Figure 1. The metal 1 layer (run 1).
Bar = 20 um. Supply wires on this layer in grey.
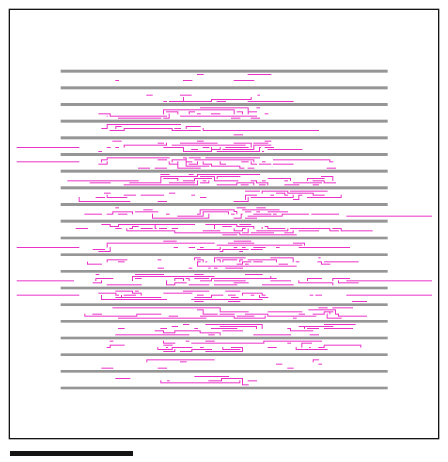
Figure 2. Signal wires on met3 (run 1).
Bar = 20 um.
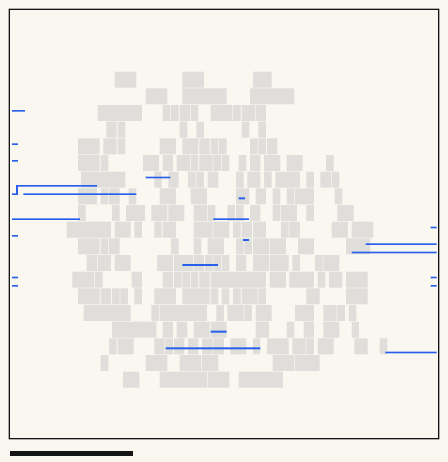
Figure 3. Gate families picked out (run 1).
Bar = 20 um.
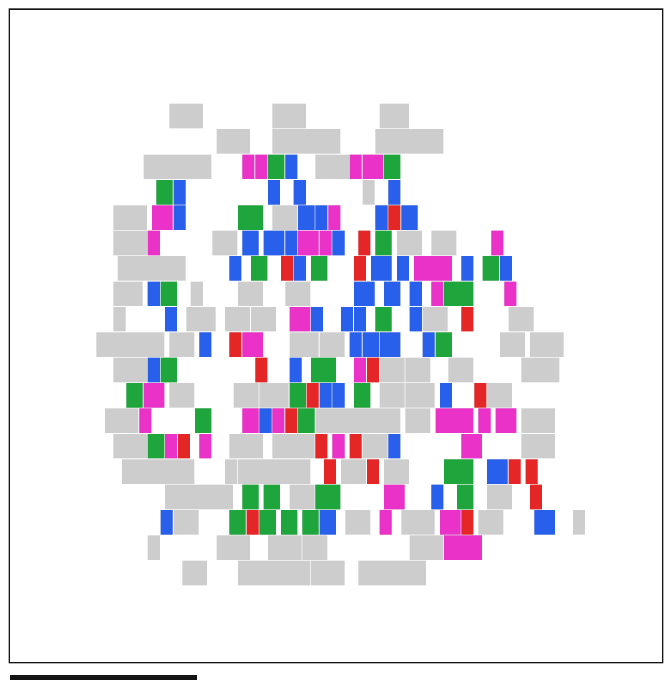
Figure 4. Close-up of the layout (run 1).
Bar = 10 um. Window x 30 to 70, y 0 to 40 um. Cells in grey, sequential cells in the stronger grey; small squares are vias.
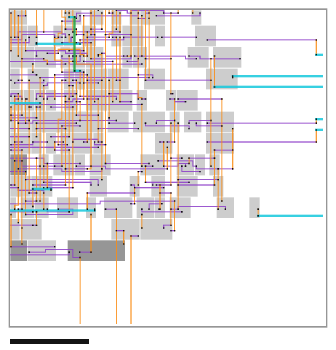
==> src/rtl/updown_register.sv <==
// ============================================================================
//  Module   : updown_register
//  Brief    : Up/down/load/clear register with wrap-or-saturate limits and
//             optional serial shift (enabled by UPDOWN_REGISTER_SHIFT_EN).
//  Revision : 1.0 - initial release
// ============================================================================
`default_nettype none

module updown_register #(
   parameter int               WIDTH     = 8,
   parameter logic [WIDTH-1:0] MAX_VALUE = {WIDTH{1'b1}},
   parameter bit               WRAP      = 1'b1
) (
   input  logic             clk,
   input  logic             sync_reset,
   input  logic             en,
   input  logic [2:0]       ctrl,
   input  logic [WIDTH-1:0] data_in,
   output logic [WIDTH-1:0] data_out,
   output logic             zero,
   output logic             at_max,
   output logic             tc,
   output logic             range_err
);

   localparam logic [2:0]       c_OP_INCR = 3'd1;
   localparam logic [2:0]       c_OP_DECR = 3'd2;
   localparam logic [2:0]       c_OP_LOAD = 3'd3;
   localparam logic [2:0]       c_OP_CLR  = 3'd4;
`ifdef UPDOWN_REGISTER_SHIFT_EN
   localparam logic [2:0]       c_OP_SHL  = 3'd5;
   localparam logic [2:0]       c_OP_SHR  = 3'd6;
`endif
   localparam logic [WIDTH-1:0] c_ONE     = {{(WIDTH-1){1'b0}}, 1'b1};
   localparam logic [WIDTH-1:0] c_ZERO    = '0;

   logic [WIDTH-1:0] r_value;
   logic             r_tc;
   logic             r_range_err;

   logic [WIDTH-1:0] w_next;
   logic [WIDTH-1:0] w_cand;
   logic             w_clamp_chk;
   logic             w_tc;
   logic             w_range_err;

   // LOAD and shifts produce a candidate that is limit-checked in one place.
   always_comb begin
      w_next      = r_value;
      w_cand      = c_ZERO;
      w_clamp_chk = 1'b0;
      w_tc        = 1'b0;
      w_range_err = 1'b0;
      case (ctrl)
         c_OP_INCR: begin
            if (r_value == MAX_VALUE) begin
               w_tc   = 1'b1;
               w_next = WRAP ? c_ZERO : MAX_VALUE;
            end else begin
               w_next = r_value + c_ONE;
            end
         end
         c_OP_DECR: begin
            if (r_value == c_ZERO) begin
               w_tc   = 1'b1;
               w_next = WRAP ? MAX_VALUE : c_ZERO;
            end else begin
               w_next = r_value - c_ONE;
            end
         end
         c_OP_LOAD: begin
            w_cand      = data_in;
            w_clamp_chk = 1'b1;
         end
         c_OP_CLR: begin
            w_next = c_ZERO;
         end
`ifdef UPDOWN_REGISTER_SHIFT_EN
         c_OP_SHL: begin
            w_cand      = {r_value[WIDTH-2:0], data_in[0]};
            w_clamp_chk = 1'b1;
         end
         c_OP_SHR: begin
            w_cand      = {data_in[WIDTH-1], r_value[WIDTH-1:1]};
            w_clamp_chk = 1'b1;
         end
`endif
         default: begin
         end
      endcase

      if (w_clamp_chk) begin
         if (w_cand > MAX_VALUE) begin
            w_next      = MAX_VALUE;
            w_range_err = 1'b1;
         end else begin
            w_next = w_cand;
         end
      end
   end

   always_ff @(posedge clk) begin
      if (sync_reset) begin
         r_value     <= c_ZERO;
         r_tc        <= 1'b0;
         r_range_err <= 1'b0;
      end else if (en) begin
         r_value     <= w_next;
         r_tc        <= w_tc;
         r_range_err <= w_range_err;
      end else begin
         r_tc        <= 1'b0;
         r_range_err <= 1'b0;
      end
   end

   assign data_out  = r_value;
   assign zero      = (r_value == c_ZERO);
   assign at_max    = (r_value == MAX_VALUE);
   assign tc        = r_tc;
   assign range_err = r_range_err;

endmodule

`default_nettype wire

==> config.mk <==
export PLATFORM = sky130hd
export DESIGN_NAME = updown_register
export DESIGN_NICKNAME = d
export VERILOG_FILES = /design/src/rtl/updown_register.sv
export SDC_FILE = /design/constraint.sdc
export NUM_CORES = 1
export LEC_CHECK = 0
export ABC_AREA = 1
export CAP_MARGIN = 10
export CORE_MARGIN = 8
export CORE_UTILIZATION = 30
export DETAILED_ROUTE_END_ITERATION = 10
export PLACE_DENSITY = 0.62
export RECOVER_POWER = 50
export SLEW_MARGIN = 20
export SYNTH_ARGS = -nofsm -noshare
export SYNTH_HDL_FRONTEND = slang
export SYNTH_SLANG_ARGS = --single-unit
==> constraint.sdc <==
create_clock -name clk -period 1.8 [get_ports clk]
set_clock_uncertainty 0.05 [all_clocks]
set_input_delay 0.36 -clock clk [delete_from_list [all_inputs] [get_ports clk]]
set_output_delay 0.36 -clock clk [all_outputs]
set_load 0.02 [all_outputs]
==> flow_metrics.rpt, run 1 <==
FLOW METRICS REPORT
----------------------------------------------------
[Outcome]
  Run status ........................ finished, final reports clean

[Global routing]
  Overflow after GRT ........................ 0
  Global router's overall resource usage ........................ a little over a tenth

[Timing]
  Highest clock frequency the design can meet ........................ approximately 570 MHz
  Final period utilization ........................ around 100%
  Final Hold Viols ........................ 0
  Final period demand of the worst path ........................ 1.75 ns

[Power]
  Flop pwr share ........................ 30.6%
  Power Combinational ........................ around 0.00035 W
  Peak supply drop ........................ around 0.36 mV
  Sequential Power ........................ 0.000225 W
  Fraction of power consumed by the clock network ........................ 21.9%

[Synthesis]
  Cell taking the most area after synthesis ........................ sky130_fd_sc_hd__dfxtp_1
  Syn_nets ........................ 164
  Flops & latches, synth ........................ 9
  Post-synth seq share ........................ 20.7%
  Yosys simple share ........................ slightly above 40%
  Adder-cell area share of the yosys netlist ........................ under 10%
  Mux cell area share after synthesis ........................ 0%
  Synth top area cells ........................ sky130_fd_sc_hd__dfxtp_1 21%, sky130_fd_sc_hd__nand2_1 15%, sky130_fd_sc_hd__nor2_1 7.8%, sky130_fd_sc_hd__a21oi_1 6.9%, sky130_fd_sc_hd__inv_1 6.5%
  Post-Syn Area per Cell ........................ 5.88 sq um
  Post-synthesis share of cell area spent on xor and xnor gates ........................ 4.03%

[Floorplanning]
  Area of the core region ........................ 2760 sq um
  Die H ........................ 69.8 um
  Pre-Place Util ........................ 31.5%

[Flow run]
  Count of tool warnings ........................ 27
  Number of maximum-capacitance constraint violations ........................ 0

[Layout]
  Count of inserted antenna diode cells ........................ 0
  Syn-to-layout area delta ........................ 58.6%
  Share of final-layout standard cells stronger than drive strength 1 ........................ a little under a third
  Filler cell count in the final layout ........................ between 300 and 400
  Final Net Count ........................ 218

[Placement]
  Placed Cells ........................ 227
  Setup slack at placement ........................ -0.150 ns

[Min path]
  Launch point of the worst hold path ........................ data_out[6]

[Clock tree]
  Clock insertion delay at the later pin of the skew report ........................ 0.26 ns
  Number of H-tree branching levels ........................ 1

----------------------------------------------------
Notes on Figure 1 above:
wire length on this layer: 1400 um
share of all routed wire: 49%
nets with wire on the layer: 196
longest straight run: 18.9 um
main direction: horizontal
global-route met1 utilization: 14.1%
WL final: 2860 um
vias after detailed routing: 1099

Notes on Figure 2 above:
share of all routed wire: 4.1%
main direction: horizontal
nets with wire on the layer: 20
met3 global-route usage: 2.29%

Notes on Figure 3 above:
| family | colour | cells | most used |
|---|---|---|---|
| aoi and oai cells | green | 29 | a21oi_1 |
| inv cells | red | 21 | inv_1 |
| nand cells | blue | 46 | nand2_1 |
| nor cells | magenta | 31 | nor2_1 |
logic gate fraction of the total cell area: 43.8%
most numerous logic cell after layout: sky130_fd_sc_hd__nand2_1
final standard cell count with taps included and fillers excluded: 232

Notes on Figure 4 above:
| layer | colour |
|---|---|
| M4 | green |
| M2 | orange |
| M3 | cyan |
| M1 | purple |
cells with their middle in the window: 89
most frequent: buf_4 (19), nand2_1 (13), inv_2 (8)
netlist names of flops here include: `tc` (1)
sequential cells in the window: 1

run 1: what timing repair did:
| item | CTS | global route |
|---|---|---|
| buffers inserted | 0 | 1 |
| pin swaps | 0 | 3 |
| endpoints found under the setup margin | 6 | 6 |
| gates resized | 12 | 14 |
| hold buffers | 0 | 0 |
run 1: registers in the layout, summed over array words and instances, names as in the netlist:
name	count
tc	1
data_out	8
run 1: area by class of cell:
type | count | area share (%)
multi-input combinational | 114 | 43.8
inverter | 21 | 5.72
sequential | 9 | 13.3
clock buffer | 4 | 1.91
timing repair buffer | 53 | 32.4
tap | 31 | 2.81
run 1: metrics by stage:
stage / utilization [%] / setup TNS [ns] / cell area [sq um]
floorplan: - / 0 / 870
global placement: 48.7 / -0.744 / 1340
detailed placement: 48.7 / -0.890 / 1340
CTS: 49.6 / 0 / 1370
global route: 50.0 / -0.0215 / 1380
finish: 50.0 / 0 / 1380
run 1: layer usage:
layer  up-vias  wire, um  part of all wire (%)  global-route usage [%]
li1        580         -                     -                       -
met1       489      1400                    49                    14.1
met2        26      1320                    46                    17.9
met3         4       117                   4.1                    2.29
met4         0        20                  0.70                    2.68
met5         -         0                     0                       0
run 1: worst max-delay path by stage:
| stage | cells past startpoint | slack (ns) | start | endpoint |
|---|---|---|---|---|
| after global placement | 7 | -0.12 | data_out[0] | zero |
| after CTS | 6 | 0.01 | data_out[1] | at_max |
| after detailed placement | 7 | -0.15 | data_out[0] | zero |
| after floorplan | 10 | 0.08 | data_out[0] | data_out[2] |
| after global routing | 7 | -0.02 | data_out[0] | zero |
| final | 2 | 0.05 | data_out[0] | data_out[0] |
run 1: critical path, stage by stage, from the launching register on:
cell	delay [ns]
sky130_fd_sc_hd__dfxtp_2	0.36
sky130_fd_sc_hd__buf_4	0.12
sky130_fd_sc_hd__clkdlybuf4s50_1	0.60
==> run 2: changes to the inputs <==
--- a/config.mk
+++ b/config.mk
@@ -9,6 +9,7 @@
 export CAP_MARGIN = 10
 export CORE_MARGIN = 8
 export CORE_UTILIZATION = 30
+export CTS_CLUSTER_SIZE = 25
 export DETAILED_ROUTE_END_ITERATION = 10
 export PLACE_DENSITY = 0.62
 export RECOVER_POWER = 50
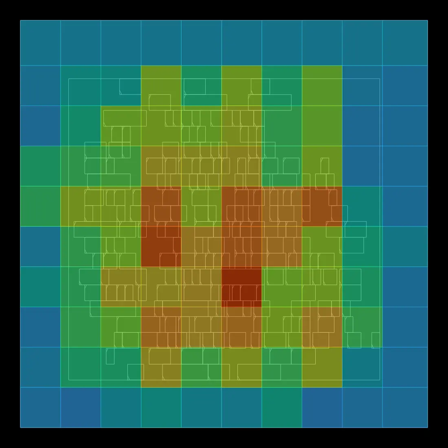
Figure 5: run 2, routing congestion.
global router's overall resource usage: 11.0%
final core occ: 50.0%
Routed WL per cell: 12.3 um

==> run 2 against run 1 <==
Hold slack did not move. Synthesized cell count did not move. Highest routed layer unchanged. Clock power is essentially flat. Worst setup slack stayed put. Count of clock-buffer cells in the layout unchanged. Via count did not move. Cell area is the same. Die size stayed put. Wire length unchanged.
==> flow_metrics.rpt, run 2 <==
FLOW METRICS REPORT
----------------------------------------------------
[Clock tree]
  Number of H-tree branching levels ........................ 1 (unchanged)
  Count of hold-fix buffers inserted at cts ........................ 0 (unchanged)
  Clock insertion delay at the later pin of the skew report ........................ 0.26 ns (about the same)

[Flow run]
  Number of maximum-capacitance constraint violations ........................ 0 (unchanged)
  Count of tool warnings ........................ 27 (unchanged)

[Layout]
  Total of clock buffers placed in the layout ........................ 4 (unchanged)
  Seq area share ........................ 13.3% (unchanged)
  Number of logic gates ........................ 114 (unchanged)
  Most numerous logic cell after layout ........................ sky130_fd_sc_hd__nand2_1
  Final non-filler cell area ........................ 1380 sq um (unchanged)
  Largest register FFs ........................ 8 (unchanged)
  Top class by area ........................ logic gates
  Share of final-layout standard cells stronger than drive strength 1 ........................ 30.8% (unchanged)
  Layout inverter count without the clock tree ........................ 21 (unchanged)
  Final Net Count ........................ 218 (unchanged)
  Flop Count ........................ 9 (unchanged)

[Synthesis]
  Post-Syn Area per Cell ........................ 5.88 sq um (unchanged)
  Flops & latches, synth ........................ 9 (unchanged)
  Syn_nets ........................ 164 (unchanged)
  Synth top area cells ........................ sky130_fd_sc_hd__dfxtp_1 21%, sky130_fd_sc_hd__nand2_1 15%, sky130_fd_sc_hd__nor2_1 7.8%, sky130_fd_sc_hd__a21oi_1 6.9%, sky130_fd_sc_hd__inv_1 6.5%

[Power]
  Flop pwr share ........................ 30.6% (about the same)
  Peak supply drop ........................ 0.361 mV (unchanged)

[Floorplanning]
  Count of inserted tapcells ........................ 31 (unchanged)
  Die H ........................ 69.8 um (unchanged)
  Pre-Place Util ........................ 31.5% (unchanged)

[Worst setup path]
  Critical path buffer and inverter count ........................ 2 (unchanged)
  CP top delay family ........................ buffers and inverters

[Outcome]
  Run status ........................ finished, final reports clean

[Placement]
  Total placed instance area ........................ 1340 sq um (unchanged)

[Timing]
  Highest clock frequency the design can meet ........................ 570 MHz (unchanged)
  Final period utilization ........................ 97.4% (unchanged)

----------------------------------------------------
[run 2: cells by family after synthesis]
family	after synthesis	synth area share, %
xor gates and xnor gates	4	4.03
and+or+nand+nor	77	40.9
other	1	0.431
buffers and inverters	25	12.2
adders and majority gates	2	2.88
AOI/OAI and AO/OA	30	18.8
DFF	9	20.7
[run 2: how the worst max path moves through the flow]
stage / cells past startpoint / end / from
3_3_place_gp: 7 / zero / data_out[0]
5_1_grt: 7 / zero / data_out[0]
6_report: 2 / data_out[0] / data_out[0]
3_5_place_dp: 7 / zero / data_out[0]
2_1_floorplan: 10 / data_out[2] / data_out[0]
4_1_cts: 6 / at_max / data_out[1]
[run 2: metrics by stage]
step	worst slack [ns]	utilization, %	std cells	hold WS [ns]
floorplan	0.0755	-	148	0.430
global placement	-0.121	48.7	227	0.457
detailed placement	-0.150	48.7	227	0.463
CTS	0.0123	49.6	231	0.473
global route	-0.0215	50.0	232	0.495
finish	0.0460	50.0	232	0.473
[run 2: metal layers]
metal | up-vias | part of all wire, % | track usage [%]
met1 | 489 | 49 | 14.1
met2 | 26 | 46 | 17.9
met5 | - | 0 | 0
li1 | 580 | - | -
met4 | 0 | 0.70 | 2.68
met3 | 4 | 4.1 | 2.29
[run 2: power by group through the flow]
| stage | registers [W] | clock network, W | logic [W] |
|---|---|---|---|
| 4_1_cts | 0.000224 | 0.000169 | 0.000323 |
| 6_report | 0.000225 | 0.000161 | 0.000349 |
| 2_1_floorplan | 0.000241 | 0 | 0.000159 |
| 3_5_place_dp | 0.000228 | 0 | 0.000329 |
| 3_3_place_gp | 0.000227 | 0 | 0.000328 |
| 5_1_grt | 0.000227 | 0.000178 | 0.000382 |
[run 2: timing repair]
action | in CTS | in global routing
buffers inserted | 0 | 1
resized | 12 | 14
endpoints found under the setup margin | 6 | 6
pin swaps | 0 | 3
==> run 3: changes to the inputs <==
--- a/config.mk
+++ b/config.mk
@@ -13,7 +13,7 @@
 export DETAILED_ROUTE_END_ITERATION = 10
 export PLACE_DENSITY = 0.62
 export RECOVER_POWER = 50
-export SLEW_MARGIN = 20
+export SLEW_MARGIN = 0
 export SYNTH_ARGS = -nofsm -noshare
 export SYNTH_HDL_FRONTEND = slang
 export SYNTH_SLANG_ARGS = --single-unit
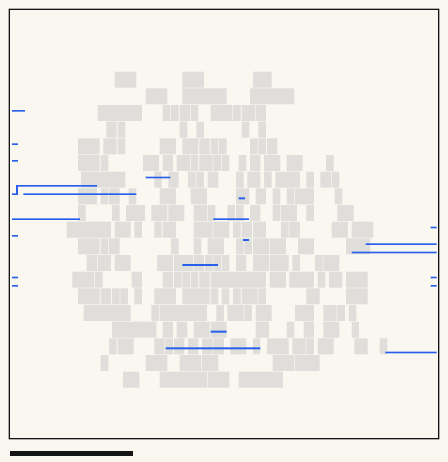
Figure 6: run 3, signal wires on met3.
Bar = 20 um.
wire length on this layer: 118 um
nets with wire on the layer: 20
longest straight run: 18.2 um
share of all routed wire: 4.1%
main direction: horizontal

==> run 3 against run 2 <==
Worst setup slack did not move. Critical path type unchanged. Critical path depth did not move. Highest routed layer unchanged. Total power did not move.
==> flow_metrics.rpt, run 3 <==
FLOW METRICS REPORT
----------------------------------------------------
[Outcome]
  Run status ........................ finished, final reports clean

[Worst setup path]
  CP top delay family ........................ buffers and inverters
  Critical path buffer and inverter count ........................ 2 (unchanged)
  Crit-path cells ........................ buf_4 -> clkdlybuf4s50_1

[Clock tree]
  CTS Root Buffer Type ........................ sky130_fd_sc_hd__clkbuf_4
  Count of hold-fix buffers inserted at cts ........................ 0 (unchanged)
  Clock insertion delay at the later pin of the skew report ........................ 0.26 ns (about the same)
  Count of instances resized after the clock tree is built ........................ 12 (unchanged)

[Synthesis]
  Flops & latches, synth ........................ 9 (unchanged)
  Synth top area cells ........................ sky130_fd_sc_hd__dfxtp_1 21%, sky130_fd_sc_hd__nand2_1 15%, sky130_fd_sc_hd__nor2_1 7.8%, sky130_fd_sc_hd__a21oi_1 6.9%, sky130_fd_sc_hd__inv_1 6.5%
  Post-Syn Area per Cell ........................ 5.88 sq um (unchanged)
  Syn_nets ........................ 164 (unchanged)

[Layout]
  Most numerous logic cell after layout ........................ sky130_fd_sc_hd__nand2_1
  Final Net Count ........................ 218 (unchanged)

[Power]
  Leading power group ........................ combinational logic
  Clock-net power ........................ 0.000161 W (about the same)
  Power Combinational ........................ 0.000349 W (about the same)
  Peak supply drop ........................ 0.361 mV (unchanged)
  Sequential Power ........................ 0.000225 W (about the same)
  Flop pwr share ........................ 30.6% (about the same)

[Flow run]
  Count of tool warnings ........................ 27 (unchanged)
  Number of maximum-capacitance constraint violations ........................ 0 (unchanged)

[Global routing]
  Global router's overall resource usage ........................ 11.0% (unchanged)

[Placement]
  Placed Cells ........................ 227 (unchanged)

[Routing]
  Routed WL per cell ........................ 12.3 um (unchanged)

[Floorplanning]
  Die H ........................ 69.8 um (unchanged)

----------------------------------------------------
-- run 3: cell counts in the layout (fill, tap and decap cells not counted) --
No cell type changed its count.
-- run 3: metrics by stage --
step                      cell area, sq um  hold WS, ns  power, W  utilization, %  setup WS [ns]
after detailed placement              1340        0.463  0.000557            48.7         -0.150
after global placement                1340        0.457  0.000555            48.7         -0.121
after global routing                  1380        0.495  0.000787            50.0        -0.0215
after CTS                             1370        0.473  0.000716            49.6         0.0123
final                                 1380        0.473  0.000736            50.0         0.0460
after floorplan                        870        0.430  0.000400               -         0.0755
-- run 3: path summary, 6_finish.rpt --
| path | startpoint | endpoint | slack (ns) | depth (start not counted) |
|---|---|---|---|---|
| hold reg to reg | data_out[6] | data_out[6] | 0.47 | 2 |
| setup reg to reg | data_out[0] | data_out[4] | 0.19 | 11 |
| setup / recovery | data_out[0] | data_out[0] | 0.05 | 2 |
| hold / removal | data_out[6] | data_out[6] | 0.47 | 2 |
-- run 3: layout make-up --
type                       count  area, sq um
clock buffer                   4         26.3
sequential                     9          184
timing repair buffer          53          447
fill                         301         1380
inverter                      21         78.8
tap                           31         38.8
multi-input combinational    114          604
-- run 3: per-layer routing --
layer	global-route usage, %	share of wire [%]
met5	0	0
met1	14.1	49
met4	2.68	0.70
met3	2.29	4.1
met2	17.9	46
-- run 3: logic make-up after synthesis --
kind of cell / count (synthesis) / synth area share, %
AOI/OAI and AO/OA: 30 / 18.8
adders and majority gates: 2 / 2.88
buffers and inverters: 25 / 12.2
xor gates and xnor gates: 4 / 4.03
other: 1 / 0.431
DFF: 9 / 20.7
and+or+nand+nor: 77 / 40.9
-- run 3: worst min-delay path, cell delays in order (launching register included) --
cell and delay [ns]:
sky130_fd_sc_hd__dfxtp_1 0.35, sky130_fd_sc_hd__nand2_1 0.08, sky130_fd_sc_hd__a21oi_1 0.05
Power figures rest on the tool's default switching activity, not on a simulated workload.
